File: src/rtl/serial_sub_pkg.sv
// Shared types and helpers for the bit-serial subtractor.
// Latency: n/a (declarations only).
// Backpressure: n/a.
package serial_sub_pkg;

    typedef enum logic [1:0] {
        IDLE = 2'd0,
        RUN  = 2'd1,
        DONE = 2'd2
    } state_e;

    localparam int DEF_WIDTH = 8;

    // Bit-counter width for a given operand width; never narrower than one bit.
    function automatic int cnt_width(input int w);
        return (w > 2) ? $clog2(w) : 1;
    endfunction

endpackage

File: src/rtl/full_subtractor.sv
// One-bit full-subtractor cell: d = a - b - b_in, with borrow-out.
// Latency: purely combinational.
// Backpressure: none.
module full_subtractor (
    input  logic a_i,
    input  logic b_i,
    input  logic b_in_i,
    output logic d_o,
    output logic b_out_o
);

    // Difference bit and borrow generated when a is smaller than b + b_in.
    always_comb begin
        d_o     = a_i ^ b_i ^ b_in_i;
        b_out_o = (~a_i & b_i) | (~(a_i ^ b_i) & b_in_i);
    end

endmodule

File: src/rtl/serial_subtractor.sv
// Bit-serial D = A - B - B_IN, LSB first, through one full-subtractor cell.
// Latency: WIDTH cycles from the accepting edge to DONE; next op can start in the DONE cycle.
// Backpressure: START is only sampled in IDLE or DONE; requests during RUN are dropped.
module serial_subtractor
    import serial_sub_pkg::*;
#(
    parameter int WIDTH = DEF_WIDTH
) (
    input  logic             clk_i,
    input  logic             rst_n_i,
    input  logic             start_i,
    input  logic [WIDTH-1:0] a_i,
    input  logic [WIDTH-1:0] b_i,
    input  logic             b_in_i,
    output logic             busy_o,
    output logic             done_o,
    output logic [WIDTH-1:0] d_o,
    output logic             b_out_o,
    output logic             ovf_o
);

    localparam int CNT_W = cnt_width(WIDTH);

    state_e             state_q;
    logic               busy_q;
    logic               done_q;
    logic [CNT_W-1:0]   cnt_q;
    logic [CNT_W-1:0]   cnt_d;
    logic [WIDTH-1:0]   a_sh_q;
    logic [WIDTH-1:0]   b_sh_q;
    logic [WIDTH-2:0]   part_q;
    logic [WIDTH-1:0]   res_d;
    logic               bor_q;
    logic               bor_d;
    logic               bit_d;
    logic               a_msb_q;
    logic               b_msb_q;
    logic [WIDTH-1:0]   d_q;
    logic               b_out_q;
    logic               ovf_q;
    logic               accept;
    logic               last;

    // The single arithmetic slice, fed by the operand LSBs and the borrow flop.
    full_subtractor u_fs (
        .a_i     (a_sh_q[0]),
        .b_i     (b_sh_q[0]),
        .b_in_i  (bor_q),
        .d_o     (bit_d),
        .b_out_o (bor_d)
    );

    // Acceptance, last-bit detect, counter increment and the result seen with the current bit on top.
    always_comb begin
        accept = start_i && ((state_q == IDLE) || (state_q == DONE));
        last   = (state_q == RUN) && (cnt_q == CNT_W'(WIDTH - 1));
        cnt_d  = cnt_q + CNT_W'(1);
        res_d  = {bit_d, part_q};
    end

    // Control FSM with registered BUSY/DONE; DONE is held for exactly one cycle.
    always_ff @(posedge clk_i or negedge rst_n_i) begin
        if (!rst_n_i) begin
            state_q <= IDLE;
            busy_q  <= 1'b0;
            done_q  <= 1'b0;
        end else begin
            case (state_q)
                IDLE: begin
                    if (start_i) begin
                        state_q <= RUN;
                        busy_q  <= 1'b1;
                    end
                    done_q <= 1'b0;
                end
                RUN: begin
                    if (last) begin
                        state_q <= DONE;
                        busy_q  <= 1'b0;
                        done_q  <= 1'b1;
                    end
                end
                DONE: begin
                    done_q <= 1'b0;
                    if (start_i) begin
                        state_q <= RUN;
                        busy_q  <= 1'b1;
                    end else begin
                        state_q <= IDLE;
                    end
                end
                default: begin
                    state_q <= IDLE;
                    busy_q  <= 1'b0;
                    done_q  <= 1'b0;
                end
            endcase
        end
    end

    // Operand shifters, borrow flop and bit counter: load on accept, shift right each RUN cycle.
    always_ff @(posedge clk_i or negedge rst_n_i) begin
        if (!rst_n_i) begin
            a_sh_q  <= '0;
            b_sh_q  <= '0;
            part_q  <= '0;
            bor_q   <= 1'b0;
            cnt_q   <= '0;
            a_msb_q <= 1'b0;
            b_msb_q <= 1'b0;
        end else if (accept) begin
            a_sh_q  <= a_i;
            b_sh_q  <= b_i;
            bor_q   <= b_in_i;
            cnt_q   <= '0;
            a_msb_q <= a_i[WIDTH-1];
            b_msb_q <= b_i[WIDTH-1];
        end else if (state_q == RUN) begin
            a_sh_q <= a_sh_q >> 1;
            b_sh_q <= b_sh_q >> 1;
            bor_q  <= bor_d;
            part_q <= res_d[WIDTH-1:1];
            cnt_q  <= cnt_d;
        end
    end

    // Visible result registers only update on the final bit, so partial sums never leak out.
    always_ff @(posedge clk_i or negedge rst_n_i) begin
        if (!rst_n_i) begin
            d_q     <= '0;
            b_out_q <= 1'b0;
            ovf_q   <= 1'b0;
        end else if (last) begin
            d_q     <= res_d;
            b_out_q <= bor_d;
            ovf_q   <= (a_msb_q ^ b_msb_q) & (bit_d ^ a_msb_q);
        end
    end

    assign busy_o  = busy_q;
    assign done_o  = done_q;
    assign d_o     = d_q;
    assign b_out_o = b_out_q;
    assign ovf_o   = ovf_q;

endmodule

File: config.mk
export PLATFORM = sky130hd
export DESIGN_NAME = serial_subtractor
export DESIGN_NICKNAME = d
export VERILOG_FILES = /design/src/rtl/serial_sub_pkg.sv /design/src/rtl/full_subtractor.sv /design/src/rtl/serial_subtractor.sv
export SDC_FILE = /design/constraint.sdc
export NUM_CORES = 1
export LEC_CHECK = 0
export CORE_ASPECT_RATIO = 2
export CORE_MARGIN = 1
export CORE_UTILIZATION = 35
export CTS_CLUSTER_DIAMETER = 120
export DETAILED_ROUTE_END_ITERATION = 8
export SYNTH_ARGS = -nofsm -noshare
export SYNTH_HDL_FRONTEND = slang
export SYNTH_HIERARCHICAL = 1
export SYNTH_SLANG_ARGS = --single-unit
File: constraint.sdc
create_clock -name clk_i -period 1.9 [get_ports clk_i]
set_input_delay 0.285 -clock clk_i [delete_from_list [all_inputs] [get_ports clk_i]]
set_output_delay 0.285 -clock clk_i [all_outputs]
set_load 0.005 [all_outputs]
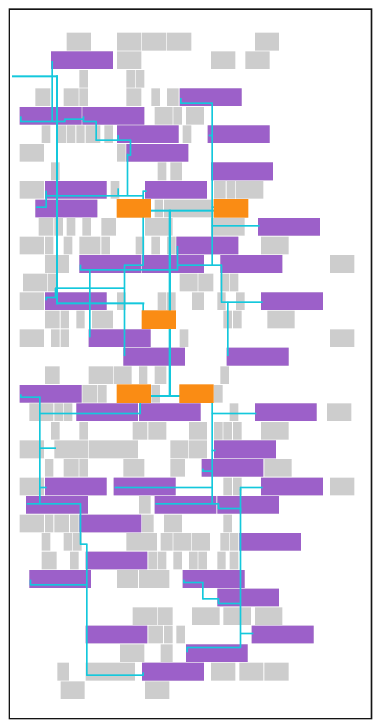
clock_map.png
- orange: cells driving clock nets (count 5)
- purple: flip-flops (count 43)
- cyan: clock wires (length 495 um)
- routed clock nets: 6
post-route clock skew: 5.93 ps
P_clk: 624 uW
clock share of power: 0.169
clock latency at the later pin of the worst-skew pair: 280 ps

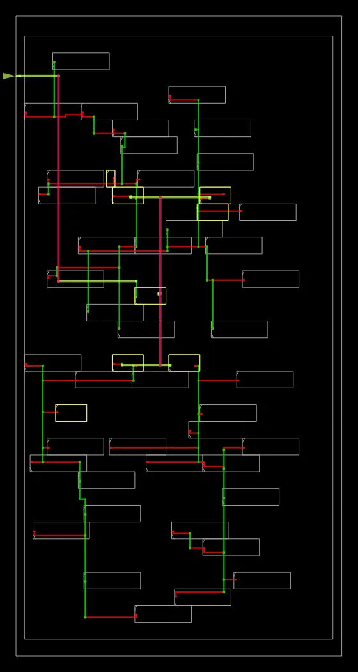
final_clocks.png
sequential cell count: 43
Clock Sinks: 43
clock buffer count: 8
total CTS buffers: 5

==> flow_summary.yaml <==
# synthesis and place-and-route metrics
synthesis:
  synth_adder_area_share: 0.0248
  seq_area_frac_synth: 0.592
  syn_inst: 178
  synth-seq-cells: 43
  netlist.top_cell.by_area: "dfrtp_1"
  ys_area_sq_um: 1820
  syn_nets: 201
  yosys-dominant-comb-family: "simple AND/OR/NAND/NOR gates"
  syn_area_sq_um: 1820
  area_leaders: "dfrtp_1 (59%), nand2_1 (12%), mux2_2 (5.6%)"
  simple_gate_area_frac: 0.189
  synth_cell_types: 22
  netlist.area_leader.share: 0.592
  mux_area_frac: 0.0557
  xor_share: 0
  synth_area_per_cell_sq_um: 10.2
  yosysWarnings: 6
  aoi_share: 0.0867
  synth-cells-yosys: 178
sta:
  slew_violations: 0
  worst_pin_slew_ps: 494
  setup_viol: 0
  fin_crit_ps: 1550
  setup_tns_ps: 0
  max_freq_mhz: 643
  finalClockPeriodUsage: 0.818
  grt_setup_unrepaired: "no"
  relSlewSlack: 0.671
  hold_viol: 0
floorplanning:
  dieWidth_um: 53.0
  core_sq_um: 4910
  fp.dieH_um: 104
  ioPinCount: 32
  dieArea_sq_um: 5500
  fp_util: 0.370
  core.rowCount: 36
clock_tree:
  cts_tree: "done"
  clk_pin_slew_ps: 80
  htree_levels: 2
  post_cts.repair.setup_buffers: 0
  clockRootBuffer: "clkbuf_8"
  cts_buffer_depth: 2
setup_path:
  critPathTopFamily: "adder cells"
  crit_top_cell: "ha_1"
  crit_buf_inv: 1
  cp_max_fo: 12
  critPathCaptureType: "flop"
  critical_path_class: "flop to flop"
  arrival_ps: 1730
  cp-start-kind: "flop"
  max_stage_delay_ps: 400
  cp_slowest_cell: "dfrtp_1"
  cp.required_ps: 2070
  worstPathCellList: "ha_1 > ha_1 > nand3b_1 > buf_4 > mux2_2"
power:
  swShare: 0.339
  ir_drop_mv: 0.974
  seq_power_share: 0.429
  switching_power_mw: 1.25
  power_leakage_nw: 1.07
  pwr_density_cell_nw_per_um2: 1610
  power_frac_comb: 0.403
  p_int_mw: 2.45
layout:
  nets: 236
  lay_top_count: "nand2_1"
  lay_top_cells: "nand2_1 (56), dfrtp_1 (43), clkdlybuf4s50_1 (30), nor2_1 (16), a31oi_1 (12)"
  layout-drive-gt1-share: 0.117
  antenna_cells: 0
placement:
  numPortBuffers: 31
  pre_cts_ws_ps: 337
  gp_congestion: 0.722
  dpl.hpwl_um: 2510
drt:
  drcViolationCount: 0
  ant_nets: 0
  avgViaCountPerCell: 4.87
  routed_wirelength_um: 3420
  drt-pass1-iter-count: 4
  via_count: 1319
  drt_iter0_drc: 17
  post_drt_wl_per_cell_um: 12.6
global_routing:
  grt_pass1_wl_um: 6250
  grt_pass1_vias: 1383
  overflow: 0
  grt_max_degree: 30
  grt.total_usage: 0.149
  antenna_found_initial: 0
run:
  drv_cap: 0
  warning_count: 26
run_status:
  status: "completed"
worst_hold_path:
  hp-class: "flop to flop"
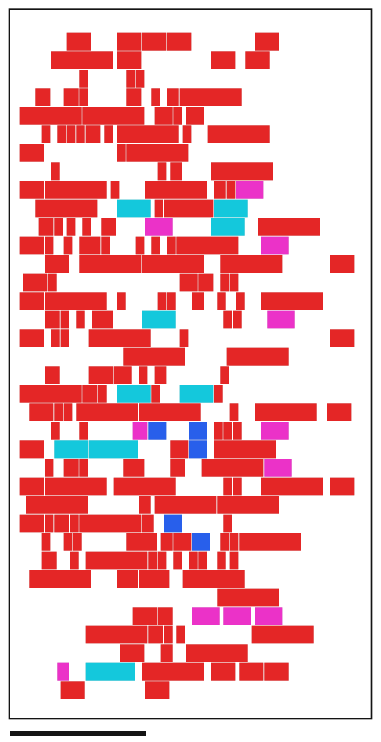
drive_strength.png
Scale bar: 20 um.
- magenta: drive 2 (cells 11; share 5.1%)
- blue: drive 3 to 4 (cells 5; share 2.3%)
- cyan: drive 6 and up (cells 9; share 4.2%)
- red: drive 1 or less (cells 189; share 88%)
bufs w/o clock: 39
worst setup margin: 345 ps
Finished Cell Area: 2300 sq um
synthesis-to-finish area growth: 26.7%

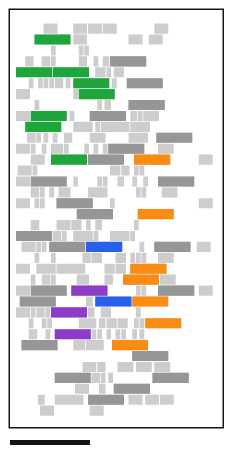
registers.png
Scale bar: 20 um.
- purple: cnt_q (sequential cells 3)
- orange: part_q (sequential cells 7)
- green: a_sh_q (sequential cells 8; where top left)
- blue: state_q (sequential cells 2)
- not colored: 23
post-layout util: 0.469
register share of the cell area: 0.467
Register Area: 1080 sq um
sequential power: 1.59 mW

-- state kept, by name, indices dropped and copies added (netlist names) --
register and flops:
a_msb_q 1, b_sh_q 8, d_o 8, ovf_o 1, busy_o 1, state_q 2
b_out_o 1, done_o 1, a_sh_q 8, b_msb_q 1, part_q 7, cnt_q 3
bor_q 1
-- stage by stage --
step                      cells  power, mW  area [sq um]  hold slack [ps]  utilization
after floorplan             178       2.58          1820            -10.6            -
after global placement      262       3.08          2190              280        0.447
after detailed placement    262       3.13          2190              280        0.447
after CTS                   271       3.76          2300              490        0.469
after global routing        271       4.02          2300              527        0.469
final                       271       3.70          2300              494        0.469
-- timing repair --
item                                   4_1_cts  5_1_grt
endpoints found under the hold margin       20        0
hold buffers                                 1        0
gates resized                                0        0
-- routing by layer --
metal | global-route usage | routed length (um)
met1 | 0.181 | 1420
met4 | 0.0526 | 60
met3 | 0.0234 | 84
met5 | 0 | 0
met2 | 0.255 | 1850
-- cells by family after synthesis --
| kind of cell | after synthesis |
|---|---|
| buffers and inverters | 15 |
| AND-OR/OR-AND | 24 |
| adder cells (fa/ha/maj) | 3 |
| multiplexers | 9 |
| flip-flops | 43 |
| AND/OR/NAND/NOR | 84 |
-- synthesized netlist by cell type --
library cell	number
nand2_1	56
buf_6	3
nor2b_1	2
and2b_1	1
nor2_1	16
mux2_2	9
a22o_1	4
buf_4	2
fa_1	1
inv_1	4
a22oi_1	3
a31oi_1	12
nor3b_1	1
nand3_1	4
o21ai_0	4
buf_2	6
nand3b_1	1
nor2_2	1
ha_1	2
a21oi_1	1
dfrtp_1	43
nand2b_1	2
-- cell type report --
type                            instances  area, sq um
Clock buffer                            8          100
Fill cell                             481         2610
Inverter                                4         15.0
Multi-Input combinational cell        120          648
Sequential cell                        43         1080
Tap cell                               57         71.3
Timing Repair Buffer                   39          393
-- worst paths after layout --
check,from,endpoint,slack [ps],cells after the start
worst max-delay path,cnt_q[0]$_DFFE_PN0P_,b_out_o$_DFFE_PN0P_,350,5
worst min-delay path,part_q[0]$_DFFE_PN0P_,part_q[0]$_DFFE_PN0P_,490,2
worst max register to register,cnt_q[0]$_DFFE_PN0P_,b_out_o$_DFFE_PN0P_,350,5
worst min register to register,part_q[0]$_DFFE_PN0P_,part_q[0]$_DFFE_PN0P_,490,2
max in group asynchronous,rst_n_i,state_q[1]$_DFFE_PN0P_,920,3
min in group asynchronous,rst_n_i,b_sh_q[3]$_DFFE_PN0P_,500,2
-- worst min-delay path, delay by kind of cell (launching register included) --
| family | cells | cell delay [ps] |
|---|---|---|
| flops | 1 | 360 |
| simple gates | 2 | 110 |
-- power by group through the flow --
stage	clock, mW	combinational, mW	sequential [mW]
global route	0.672	1.71	1.65
global placement	0	1.48	1.60
finish	0.624	1.49	1.59
detailed placement	0	1.52	1.61
CTS	0.644	1.52	1.59
floorplan	0	1.02	1.56
Power is estimated from default activity; no workload was simulated.
